File: src/rtl/spdif_cs_pkg.sv
// Channel-status field positions for the consumer (mode-0) layout.
// The S/PDIF encoder and decoder both use this package.
package spdif_cs_pkg;

    localparam int CS_BLOCK_BITS = 192;

    localparam int CS_PRO        = 0;
    localparam int CS_NONPCM     = 1;
    localparam int CS_COPY       = 2;
    localparam int CS_CAT_LSB    = 8;
    localparam int CS_CAT_BITS   = 8;
    localparam int CS_CHNUM_LSB  = 20;
    localparam int CS_CHNUM_BITS = 4;
    localparam int CS_FS_LSB     = 24;
    localparam int CS_FS_BITS    = 4;
    localparam int CS_WLEN_LSB   = 32;
    localparam int CS_WLEN_BITS  = 4;

    typedef enum logic {
        HUNT    = 1'b0,
        COLLECT = 1'b1
    } cs_state_t;

endpackage

File: src/rtl/spdif_channel_status_decoder_if.sv
// Subframe strobe bus from the biphase/preamble decoder to the
// channel-status decoder.
interface spdif_channel_status_decoder_if;
    logic rxLocked;
    logic subframeValid;
    logic subframeChannel;
    logic blockStart;
    logic csBit;

    modport master (
        output rxLocked, subframeValid, subframeChannel, blockStart, csBit
    );

    modport slave (
        input rxLocked, subframeValid, subframeChannel, blockStart, csBit
    );
endinterface

File: src/rtl/spdif_cs_field_extract.sv
// Pure combinational slicing of a 192-bit channel-status word into its
// mode-0 consumer fields.
module spdif_cs_field_extract
    import spdif_cs_pkg::*;
(
    input  logic [CS_BLOCK_BITS-1:0] word,
    output logic                     professional,
    output logic                     nonPcm,
    output logic                     copyrightFree,
    output logic [CS_CAT_BITS-1:0]   categoryCode,
    output logic [CS_CHNUM_BITS-1:0] channelNum,
    output logic [CS_FS_BITS-1:0]    samplingFreq,
    output logic [CS_WLEN_BITS-1:0]  wordLength
);

    assign professional  = word[CS_PRO];
    assign nonPcm        = word[CS_NONPCM];
    assign copyrightFree = word[CS_COPY];
    assign categoryCode  = word[CS_CAT_LSB +: CS_CAT_BITS];
    assign channelNum    = word[CS_CHNUM_LSB +: CS_CHNUM_BITS];
    assign samplingFreq  = word[CS_FS_LSB +: CS_FS_BITS];
    assign wordLength    = word[CS_WLEN_LSB +: CS_WLEN_BITS];

endmodule

File: src/rtl/spdif_channel_status_decoder.sv
// Frames channel-A channel-status bits into 192-bit blocks and publishes the
// word once CONFIRM_BLOCKS consecutive identical blocks have been seen.
module spdif_channel_status_decoder
    import spdif_cs_pkg::*;
#(
    parameter int CONFIRM_BLOCKS = 2
) (
    input  logic                        clk,
    input  logic                        reset,
    spdif_channel_status_decoder_if.slave rx,
    output logic [CS_BLOCK_BITS-1:0]    channelStatus,
    output logic                        professional,
    output logic                        nonPcm,
    output logic                        copyrightFree,
    output logic [CS_CAT_BITS-1:0]      categoryCode,
    output logic [CS_CHNUM_BITS-1:0]    channelNum,
    output logic [CS_FS_BITS-1:0]       samplingFreq,
    output logic [CS_WLEN_BITS-1:0]     wordLength,
    output logic                        statusValid,
    output logic                        statusChanged,
    output logic                        blockError
);

    localparam logic [3:0] CONFIRM   = 4'(CONFIRM_BLOCKS);
    localparam logic [7:0] FULL_BITS = 8'(CS_BLOCK_BITS);

    cs_state_t                state;
    logic [7:0]               bitCount;
    logic [3:0]               matchCount;
    logic [CS_BLOCK_BITS-1:0] collected;
    logic [CS_BLOCK_BITS-1:0] candidate;
    logic [3:0]               nextMatch;
    logic                     aStrobe;

    assign aStrobe = rx.subframeValid && !rx.subframeChannel;

    // Confirmation count that a completed block would produce.
    always_comb begin
        nextMatch = 4'd1;
        if (collected == candidate) begin
            nextMatch = (matchCount >= CONFIRM) ? CONFIRM : matchCount + 4'd1;
        end
    end

    always_ff @(posedge clk or posedge reset) begin
        if (reset) begin
            state         <= HUNT;
            bitCount      <= '0;
            matchCount    <= '0;
            collected     <= '0;
            candidate     <= '0;
            channelStatus <= '0;
            statusValid   <= 1'b0;
            statusChanged <= 1'b0;
            blockError    <= 1'b0;
        end else begin
            statusChanged <= 1'b0;
            blockError    <= 1'b0;
            if (!rx.rxLocked) begin
                state       <= HUNT;
                bitCount    <= '0;
                matchCount  <= '0;
                statusValid <= 1'b0;
            end else if (aStrobe) begin
                case (state)
                    HUNT: begin
                        if (rx.blockStart) begin
                            collected[0] <= rx.csBit;
                            bitCount     <= 8'd1;
                            state        <= COLLECT;
                        end
                    end
                    COLLECT: begin
                        if (!rx.blockStart) begin
                            if (bitCount < FULL_BITS) begin
                                collected[bitCount] <= rx.csBit;
                                bitCount            <= bitCount + 8'd1;
                            end else begin
                                blockError  <= 1'b1;
                                matchCount  <= '0;
                                statusValid <= 1'b0;
                                bitCount    <= '0;
                                state       <= HUNT;
                            end
                        end else begin
                            if (bitCount == FULL_BITS) begin
                                matchCount <= nextMatch;
                                if (collected != candidate) begin
                                    candidate <= collected;
                                end
                                if (nextMatch == CONFIRM) begin
                                    channelStatus <= collected;
                                    statusValid   <= 1'b1;
                                    statusChanged <= (collected != channelStatus) || !statusValid;
                                end
                            end else begin
                                blockError  <= 1'b1;
                                matchCount  <= '0;
                                statusValid <= 1'b0;
                            end
                            collected[0] <= rx.csBit;
                            bitCount     <= 8'd1;
                        end
                    end
                    default: state <= HUNT;
                endcase
            end
        end
    end

    spdif_cs_field_extract fields (
        .word          (channelStatus),
        .professional  (professional),
        .nonPcm        (nonPcm),
        .copyrightFree (copyrightFree),
        .categoryCode  (categoryCode),
        .channelNum    (channelNum),
        .samplingFreq  (samplingFreq),
        .wordLength    (wordLength)
    );

endmodule

File: src/flat_wrapper.sv
// flat-port wrapper written by rule: the top's interface ports become plain ports
module spdif_channel_status_decoder_flat import spdif_cs_pkg::*;
#(
    parameter int CONFIRM_BLOCKS = 2
)
  (clk, reset, channelStatus, professional, nonPcm, copyrightFree, categoryCode, channelNum, samplingFreq, wordLength, statusValid, statusChanged, blockError, rx_rxLocked, rx_subframeValid, rx_subframeChannel, rx_blockStart, rx_csBit);
  spdif_channel_status_decoder_if rx_i ();
  input  logic clk;
  input  logic reset;
  output logic [CS_BLOCK_BITS-1:0] channelStatus;
  output logic professional;
  output logic nonPcm;
  output logic copyrightFree;
  output logic [CS_CAT_BITS-1:0] categoryCode;
  output logic [CS_CHNUM_BITS-1:0] channelNum;
  output logic [CS_FS_BITS-1:0] samplingFreq;
  output logic [CS_WLEN_BITS-1:0] wordLength;
  output logic statusValid;
  output logic statusChanged;
  output logic blockError;
  input wire logic [$bits(rx_i.rxLocked)-1:0] rx_rxLocked;
  input wire logic [$bits(rx_i.subframeValid)-1:0] rx_subframeValid;
  input wire logic [$bits(rx_i.subframeChannel)-1:0] rx_subframeChannel;
  input wire logic [$bits(rx_i.blockStart)-1:0] rx_blockStart;
  input wire logic [$bits(rx_i.csBit)-1:0] rx_csBit;
  assign rx_i.rxLocked = rx_rxLocked;
  assign rx_i.subframeValid = rx_subframeValid;
  assign rx_i.subframeChannel = rx_subframeChannel;
  assign rx_i.blockStart = rx_blockStart;
  assign rx_i.csBit = rx_csBit;
  spdif_channel_status_decoder #(.CONFIRM_BLOCKS(CONFIRM_BLOCKS)) u_core (.clk(clk), .reset(reset), .rx(rx_i), .channelStatus(channelStatus), .professional(professional), .nonPcm(nonPcm), .copyrightFree(copyrightFree), .categoryCode(categoryCode), .channelNum(channelNum), .samplingFreq(samplingFreq), .wordLength(wordLength), .statusValid(statusValid), .statusChanged(statusChanged), .blockError(blockError));
endmodule
File: config.mk
export PLATFORM = sky130hd
export DESIGN_NAME = spdif_channel_status_decoder_flat
export DESIGN_NICKNAME = d
export VERILOG_FILES = /design/src/rtl/spdif_cs_pkg.sv /design/src/rtl/spdif_channel_status_decoder_if.sv /design/src/rtl/spdif_cs_field_extract.sv /design/src/rtl/spdif_channel_status_decoder.sv /design/src/flat_wrapper.sv
export SDC_FILE = /design/constraint.sdc
export NUM_CORES = 1
export LEC_CHECK = 0
export ABC_AREA = 1
export CAP_MARGIN = 20
export CORE_MARGIN = 10
export CORE_UTILIZATION = 59
export DETAILED_ROUTE_END_ITERATION = 7
export GPL_TIMING_DRIVEN = 1
export PLACE_DENSITY = 0.84
export SLEW_MARGIN = 0
export SYNTH_ARGS = -nofsm -noshare
export SYNTH_HDL_FRONTEND = slang
export SYNTH_HIERARCHICAL = 1
export SYNTH_SLANG_ARGS = --single-unit
File: constraint.sdc
create_clock -name clk -period 28.2 [get_ports clk]
set_input_delay 7.05 -clock clk [delete_from_list [all_inputs] [get_ports clk]]
set_output_delay 7.05 -clock clk [all_outputs]
set_load 0.02 [all_outputs]
metal_stack.png
Bar = 50 microns.
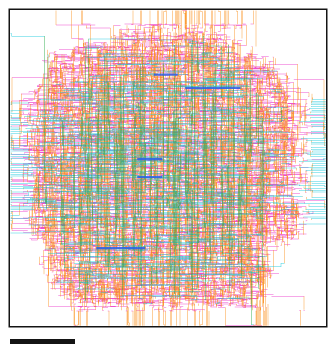
met2: shown in orange, wire length 43.3 mm. met1: shown in magenta, wire length 37.8 mm. met5: shown in blue, wire length 128 microns. met4: shown in green, wire length 7910 microns. met3: shown in cyan, wire length 18000 microns.
routed length per instance: 24.6 microns
total vias in the final route: 27600

registers.png
Bar = 50 microns.
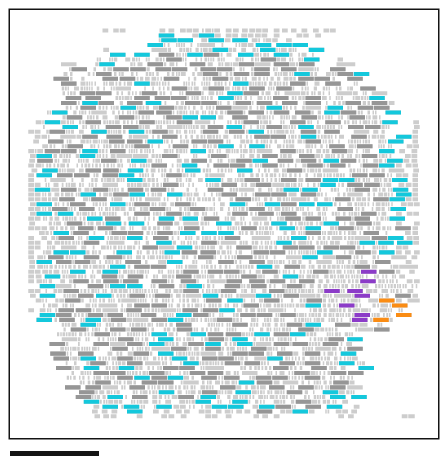
u_core/matchCount: shown in orange, flops 4. u_core/bitCount: shown in purple, flops 8. u_core/channelStatus: shown in cyan, flops 192, where all over the die.
sequential portion of the cell area: 44.2%
power in sequential cells: 0.851 mW
fin util: 68.7%

==> qor_table.md <==
| Quantity | Value |
|---|---|
| Crit Reg-Reg Startpoint | u_core/collected[92] |
| Run status | finished, final reports clean |
| Cell internal power dissipation | 1.33 mW |
| Number of non-filler instances in the completed layout | 4355 |
| Total I/O pin count | 225 |
| Max-capacitance violation count | 0 |
| Number of detailed-routing iterations run before antenna repair | 7 |
| Synthesized-area fraction occupied by ao, oa, aoi and oai cells | 8.82% |
| Number of diodes added for antenna fixing | 2 |
| Number of global-route vias before repair | 25400 |
| H-tree lvl count | 2 |
| Syn avg cell area | 8.20 sq um |
| Portion of netlist area occupied by mux cells | 0.0346% |
| Routed vias/inst | 6.33 |
| Tmin final | 10.42 ns |
| Overall power | 1.72 mW |
| Non-clock buffers | 267 |
| Clock buffers | 80 |
| Clock Pin Slew Worst Setup and Hold Paths | 0.06 ns |
| Group drawing the most power | registers |
| Number of sequential cells | 592 |
| Combinational logic power | 0.0343 mW |
| Commonest non-fill, non-tap cells in the layout | sky130_fd_sc_hd__nand2_1, sky130_fd_sc_hd__dfrtp_1, sky130_fd_sc_hd__o21ai_0, sky130_fd_sc_hd__nand3_1, sky130_fd_sc_hd__clkdlybuf4s50_1 |
| Root buffer cell | sky130_fd_sc_hd__clkbuf_16 |
| Die height | 241 microns |
| Netlist area before placement | 0.0289 sq mm |
| RSZ-0062 raised after global routing | no |
| Reg-to-reg critical path endpoint | u_core/channelStatus[121] |
final_congestion.png
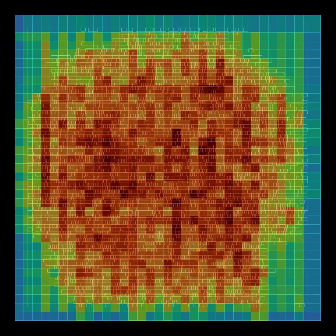
total global routing track utilization: 36.2%
GR Layer Usage met3: 14.2%

cell_classes.png
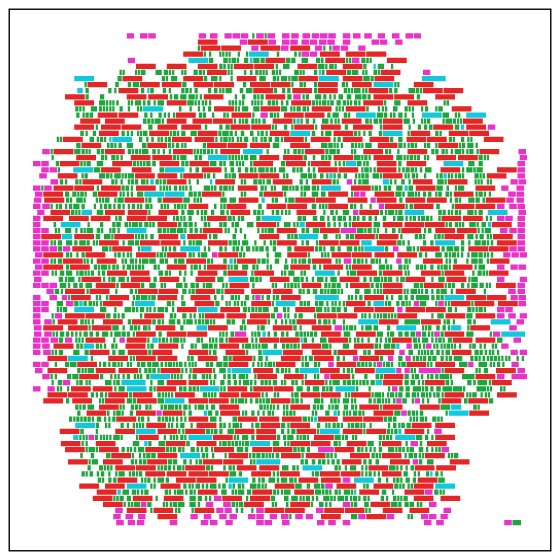
other buffers and delay cells: shown in magenta, cells 267. flip-flops: shown in red, cells 592. all other logic: shown in green, cells 2717. clock drivers and dummy loads: shown in cyan, cells 113.
core region area: 0.0487 sq mm
Post-Layout Inst Area: 0.0335 sq mm
number of standard-cell rows in the floorplan: 81

Power figures rest on the tool's default switching activity, not on a simulated workload.
